--- src/rtl/reaction_game_if.sv ---
// Button/tick inputs and display/status outputs of the reaction-time game sequencer.
// The game controller uses the slave modport and its driver uses the master modport.
interface reaction_game_if;
    logic       tick;
    logic       btn_start;
    logic       btn_stop;
    logic [3:0] tens;
    logic [3:0] ones;
    logic [1:0] state;
    logic       go_led;
    logic       foul;

    modport master (
        output tick, btn_start, btn_stop,
        input  tens, ones, state, go_led, foul
    );

    modport slave (
        input  tick, btn_start, btn_stop,
        output tens, ones, state, go_led, foul
    );
endinterface

--- src/rtl/reaction_game_ctrl.sv ---
// Reaction-time game sequencer: button synchronisers, random start delay from an LFSR,
// and a two-digit BCD count of tenths. All outputs are registered.
module reaction_game_ctrl #(
    parameter int unsigned DELAY_MIN  = 10,
    parameter logic [7:0]  DELAY_MASK = 8'h1F,
    parameter logic [7:0]  LFSR_SEED  = 8'hA5
) (
    input  logic           clk,
    input  logic           rst_n,
    input  logic           ena,
    reaction_game_if.slave gif
);

    typedef enum logic [1:0] {
        ST_IDLE = 2'd0,
        ST_WAIT = 2'd1,
        ST_GO   = 2'd2,
        ST_DONE = 2'd3
    } state_t;

    localparam logic [7:0] DELAY_BASE = 8'(DELAY_MIN);
    localparam logic [3:0] BLANK      = 4'hF;

    // Fibonacci feedback for taps 8,6,5,4: parity of the tapped bits.
    function automatic logic lfsr_feedback(input logic [7:0] v);
        return v[7] ^ v[5] ^ v[4] ^ v[3];
    endfunction

    logic [2:0] start_sync_r;
    logic [2:0] stop_sync_r;
    logic       start_press_r;
    logic       stop_press_r;
    logic [7:0] lfsr_r;
    state_t     state_r, state_s;
    logic [7:0] delay_r, delay_s;
    logic [3:0] cnt_tens_r, cnt_tens_s;
    logic [3:0] cnt_ones_r, cnt_ones_s;
    logic       foul_r, foul_s;
    logic [3:0] tens_r, tens_s;
    logic [3:0] ones_r, ones_s;
    logic       go_led_r;

    // Synchronise both buttons and register a one-clk pulse on each rising edge.
    always_ff @(posedge clk or negedge rst_n) begin
        if (!rst_n) begin
            start_sync_r  <= 3'b000;
            stop_sync_r   <= 3'b000;
            start_press_r <= 1'b0;
            stop_press_r  <= 1'b0;
        end else begin
            start_sync_r  <= {start_sync_r[1:0], gif.btn_start};
            stop_sync_r   <= {stop_sync_r[1:0], gif.btn_stop};
            start_press_r <= start_sync_r[1] & ~start_sync_r[2];
            stop_press_r  <= stop_sync_r[1] & ~stop_sync_r[2];
        end
    end

    // Free-running random source; frozen with the rest of the game while disabled.
    always_ff @(posedge clk or negedge rst_n) begin
        if (!rst_n) begin
            lfsr_r <= LFSR_SEED;
        end else if (ena) begin
            lfsr_r <= {lfsr_r[6:0], lfsr_feedback(lfsr_r)};
        end else begin
            lfsr_r <= lfsr_r;
        end
    end

    // Game sequencing; stop beats a simultaneous tick, and start beats stop in IDLE.
    always_comb begin
        state_s    = state_r;
        delay_s    = delay_r;
        cnt_tens_s = cnt_tens_r;
        cnt_ones_s = cnt_ones_r;
        foul_s     = foul_r;
        if (ena) begin
            case (state_r)
                ST_IDLE: begin
                    if (start_press_r) begin
                        delay_s = DELAY_BASE + (lfsr_r & DELAY_MASK);
                        state_s = ST_WAIT;
                    end else begin
                        state_s = ST_IDLE;
                    end
                end
                ST_WAIT: begin
                    if (stop_press_r) begin
                        foul_s  = 1'b1;
                        state_s = ST_DONE;
                    end else if (gif.tick) begin
                        delay_s = delay_r - 8'd1;
                        if (delay_r == 8'd1) begin
                            cnt_tens_s = 4'd0;
                            cnt_ones_s = 4'd0;
                            state_s    = ST_GO;
                        end else begin
                            state_s = ST_WAIT;
                        end
                    end else begin
                        state_s = ST_WAIT;
                    end
                end
                ST_GO: begin
                    if (stop_press_r) begin
                        state_s = ST_DONE;
                    end else if (gif.tick) begin
                        if ((cnt_tens_r == 4'd9) && (cnt_ones_r == 4'd9)) begin
                            state_s = ST_DONE;
                        end else if (cnt_ones_r == 4'd9) begin
                            cnt_ones_s = 4'd0;
                            cnt_tens_s = cnt_tens_r + 4'd1;
                        end else begin
                            cnt_ones_s = cnt_ones_r + 4'd1;
                        end
                    end else begin
                        state_s = ST_GO;
                    end
                end
                ST_DONE: begin
                    if (start_press_r) begin
                        foul_s  = 1'b0;
                        state_s = ST_IDLE;
                    end else begin
                        state_s = ST_DONE;
                    end
                end
                default: begin
                    state_s = ST_IDLE;
                end
            endcase
        end else begin
            state_s = state_r;
        end

        if ((state_s == ST_GO) || ((state_s == ST_DONE) && !foul_s)) begin
            tens_s = cnt_tens_s;
            ones_s = cnt_ones_s;
        end else begin
            tens_s = BLANK;
            ones_s = BLANK;
        end
    end

    // State, counters and display registers.
    always_ff @(posedge clk or negedge rst_n) begin
        if (!rst_n) begin
            state_r    <= ST_IDLE;
            delay_r    <= 8'd0;
            cnt_tens_r <= 4'd0;
            cnt_ones_r <= 4'd0;
            foul_r     <= 1'b0;
            tens_r     <= BLANK;
            ones_r     <= BLANK;
            go_led_r   <= 1'b0;
        end else begin
            state_r    <= state_s;
            delay_r    <= delay_s;
            cnt_tens_r <= cnt_tens_s;
            cnt_ones_r <= cnt_ones_s;
            foul_r     <= foul_s;
            tens_r     <= tens_s;
            ones_r     <= ones_s;
            go_led_r   <= (state_s == ST_GO);
        end
    end

    assign gif.tens   = tens_r;
    assign gif.ones   = ones_r;
    assign gif.state  = state_r;
    assign gif.go_led = go_led_r;
    assign gif.foul   = foul_r;

endmodule

--- src/flat_wrapper.sv ---
// flat-port wrapper written by rule: the top's interface ports become plain ports
module reaction_game_ctrl_flat 
#(
    parameter int unsigned DELAY_MIN  = 10,
    parameter logic [7:0]  DELAY_MASK = 8'h1F,
    parameter logic [7:0]  LFSR_SEED  = 8'hA5
)
  (clk, rst_n, ena, gif_tick, gif_btn_start, gif_btn_stop, gif_tens, gif_ones, gif_state, gif_go_led, gif_foul);
  reaction_game_if gif_i ();
  input  logic clk;
  input  logic rst_n;
  input  logic ena;
  input wire logic [$bits(gif_i.tick)-1:0] gif_tick;
  input wire logic [$bits(gif_i.btn_start)-1:0] gif_btn_start;
  input wire logic [$bits(gif_i.btn_stop)-1:0] gif_btn_stop;
  output wire logic [$bits(gif_i.tens)-1:0] gif_tens;
  output wire logic [$bits(gif_i.ones)-1:0] gif_ones;
  output wire logic [$bits(gif_i.state)-1:0] gif_state;
  output wire logic [$bits(gif_i.go_led)-1:0] gif_go_led;
  output wire logic [$bits(gif_i.foul)-1:0] gif_foul;
  assign gif_i.tick = gif_tick;
  assign gif_i.btn_start = gif_btn_start;
  assign gif_i.btn_stop = gif_btn_stop;
  assign gif_tens = gif_i.tens;
  assign gif_ones = gif_i.ones;
  assign gif_state = gif_i.state;
  assign gif_go_led = gif_i.go_led;
  assign gif_foul = gif_i.foul;
  reaction_game_ctrl #(.DELAY_MIN(DELAY_MIN), .DELAY_MASK(DELAY_MASK), .LFSR_SEED(LFSR_SEED)) u_core (.clk(clk), .rst_n(rst_n), .ena(ena), .gif(gif_i));
endmodule
--- config.mk ---
export PLATFORM = sky130hd
export DESIGN_NAME = reaction_game_ctrl_flat
export DESIGN_NICKNAME = d
export VERILOG_FILES = /design/src/rtl/reaction_game_if.sv /design/src/rtl/reaction_game_ctrl.sv /design/src/flat_wrapper.sv
export SDC_FILE = /design/constraint.sdc
export NUM_CORES = 1
export LEC_CHECK = 0
export CAP_MARGIN = 10
export CORE_ASPECT_RATIO = 1.5
export CORE_MARGIN = 3
export CORE_UTILIZATION = 50
export CTS_CLUSTER_SIZE = 20
export DETAILED_ROUTE_END_ITERATION = 8
export PLACE_DENSITY = 0.7
export SLEW_MARGIN = 20
export SYNTH_ARGS = -nofsm -noshare
export SYNTH_HDL_FRONTEND = slang
export SYNTH_SLANG_ARGS = --single-unit
--- constraint.sdc ---
create_clock -name clk -period 5.3 [get_ports clk]
set_input_delay 0.795 -clock clk [delete_from_list [all_inputs] [get_ports clk]]
set_output_delay 0.795 -clock clk [all_outputs]
set_load 0.1 [all_outputs]
**Port wiring**

Drawn at 3 px/um.
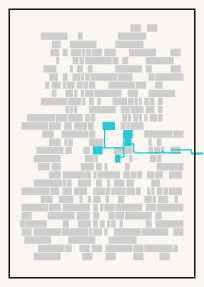
| port | colour | bits | direction | edge | end cells | buffers | wire |
|---|---|---|---|---|---|---|---|
| gif_tick | cyan | 1 | input | east | 5 | 1 | 59.1 um |

**Metal layers overlaid**

Drawn at 3 px/um. Only two layers are drawn.
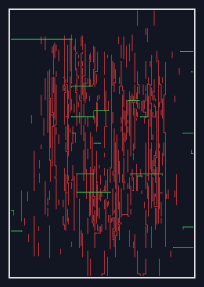
| layer | colour | wire length |
|---|---|---|
| met2 | red | 2,200 um |
| met3 | green | 99.4 um |
GRT Util Overall: 17.2%
via count: 1,646

==> summary.txt <==
Status of the implementation.

- The final max-slew violation count recorded for this run is 0.
- The logic area is about 1100 um2, for reference.
- The number of cells reported by Yosys stat comes to 213.
- The run finished with clean final reports.
- The met1 track demand over resource in global routing is between 20% and 30%, for reference.
- After Yosys synthesis, AND-OR and OR-AND compound gates account for 16.1% of the synthesized area.
- The power dissipated by switching net loads is 0.548 mW, for reference.
- Along the worst path, the maximum fanout reaches 23.
- For reference, full adder, half adder and majority cells occupy 6.54% of the area reported after synthesis.
- TritonCTS created 5 clock buffers.
- Total power for the finished layout comes to between 1 and 1.5 mW.
- The post-layout instance area is 2550 um2, for reference.
- Of the total synthesized cell area, the portion taken by XOR and XNOR cells is 2.29%.
- The TritonCTS sink count is 44, for reference.
- The number of global-route vias before repair came to 1,602.
- The number of hold-slack violations in the final timing report is 0, for reference.
- After floorplanning, the core was divided into 29 placement rows.
- Entering global routing, the biggest net connects 45 pins.
- The area fraction in and, or, nand and nor cells after synthesis is 17.6%, for reference.
- The final timing report counts setup violations totalling 0.
- The placed cell count is 269, for reference.
- The switching power as a share of total power is between 40% and 50%, for reference.
- The cell resize tally after clock tree synthesis is 0, for reference.
- The fraction of power consumed by combinational cells is 43.5%, for reference.
- The total tool warning count is 33, for reference.
- The number of synthesis warnings is 0, for reference.
- The critical path startpoint category is an input port, for reference.
- The share of the clock period used by the worst path is a little under three fifths, for reference.
- The delay of the slowest cell on the worst path is 1.05 ns, for reference.
- The met1 wire length is 1.67 mm, for reference.
- Measured along the y axis, the die boundary spans roughly 89 um.
- After its last routability iteration, the placer logged a weighted congestion of 0.897.
==> final timing paths <==
path | startpoint | endpoint | slack, ns | cells past startpoint
min in group asynchronous | rst_n | u_core.cnt_tens_r[1]$_DFF_PN0_ | 0.63 | 1
hold reg to reg | u_core.start_sync_r[0]$_DFF_PN0_ | u_core.start_sync_r[1]$_DFF_PN0_ | 0.35 | 0
hold / removal | u_core.start_sync_r[0]$_DFF_PN0_ | u_core.start_sync_r[1]$_DFF_PN0_ | 0.35 | 0
max in group asynchronous | rst_n | u_core.lfsr_r[1]$_DFFE_PN0P_ | 4.09 | 1
setup reg to reg | u_core.gif.state[1]$_DFF_PN0_ | u_core.delay_r[7]$_DFFE_PN0P_ | 2.64 | 7
setup / recovery | ena | u_core.delay_r[6]$_DFFE_PN0P_ | 2.29 | 4
Power figures rest on the tool's default switching activity, not on a simulated workload.
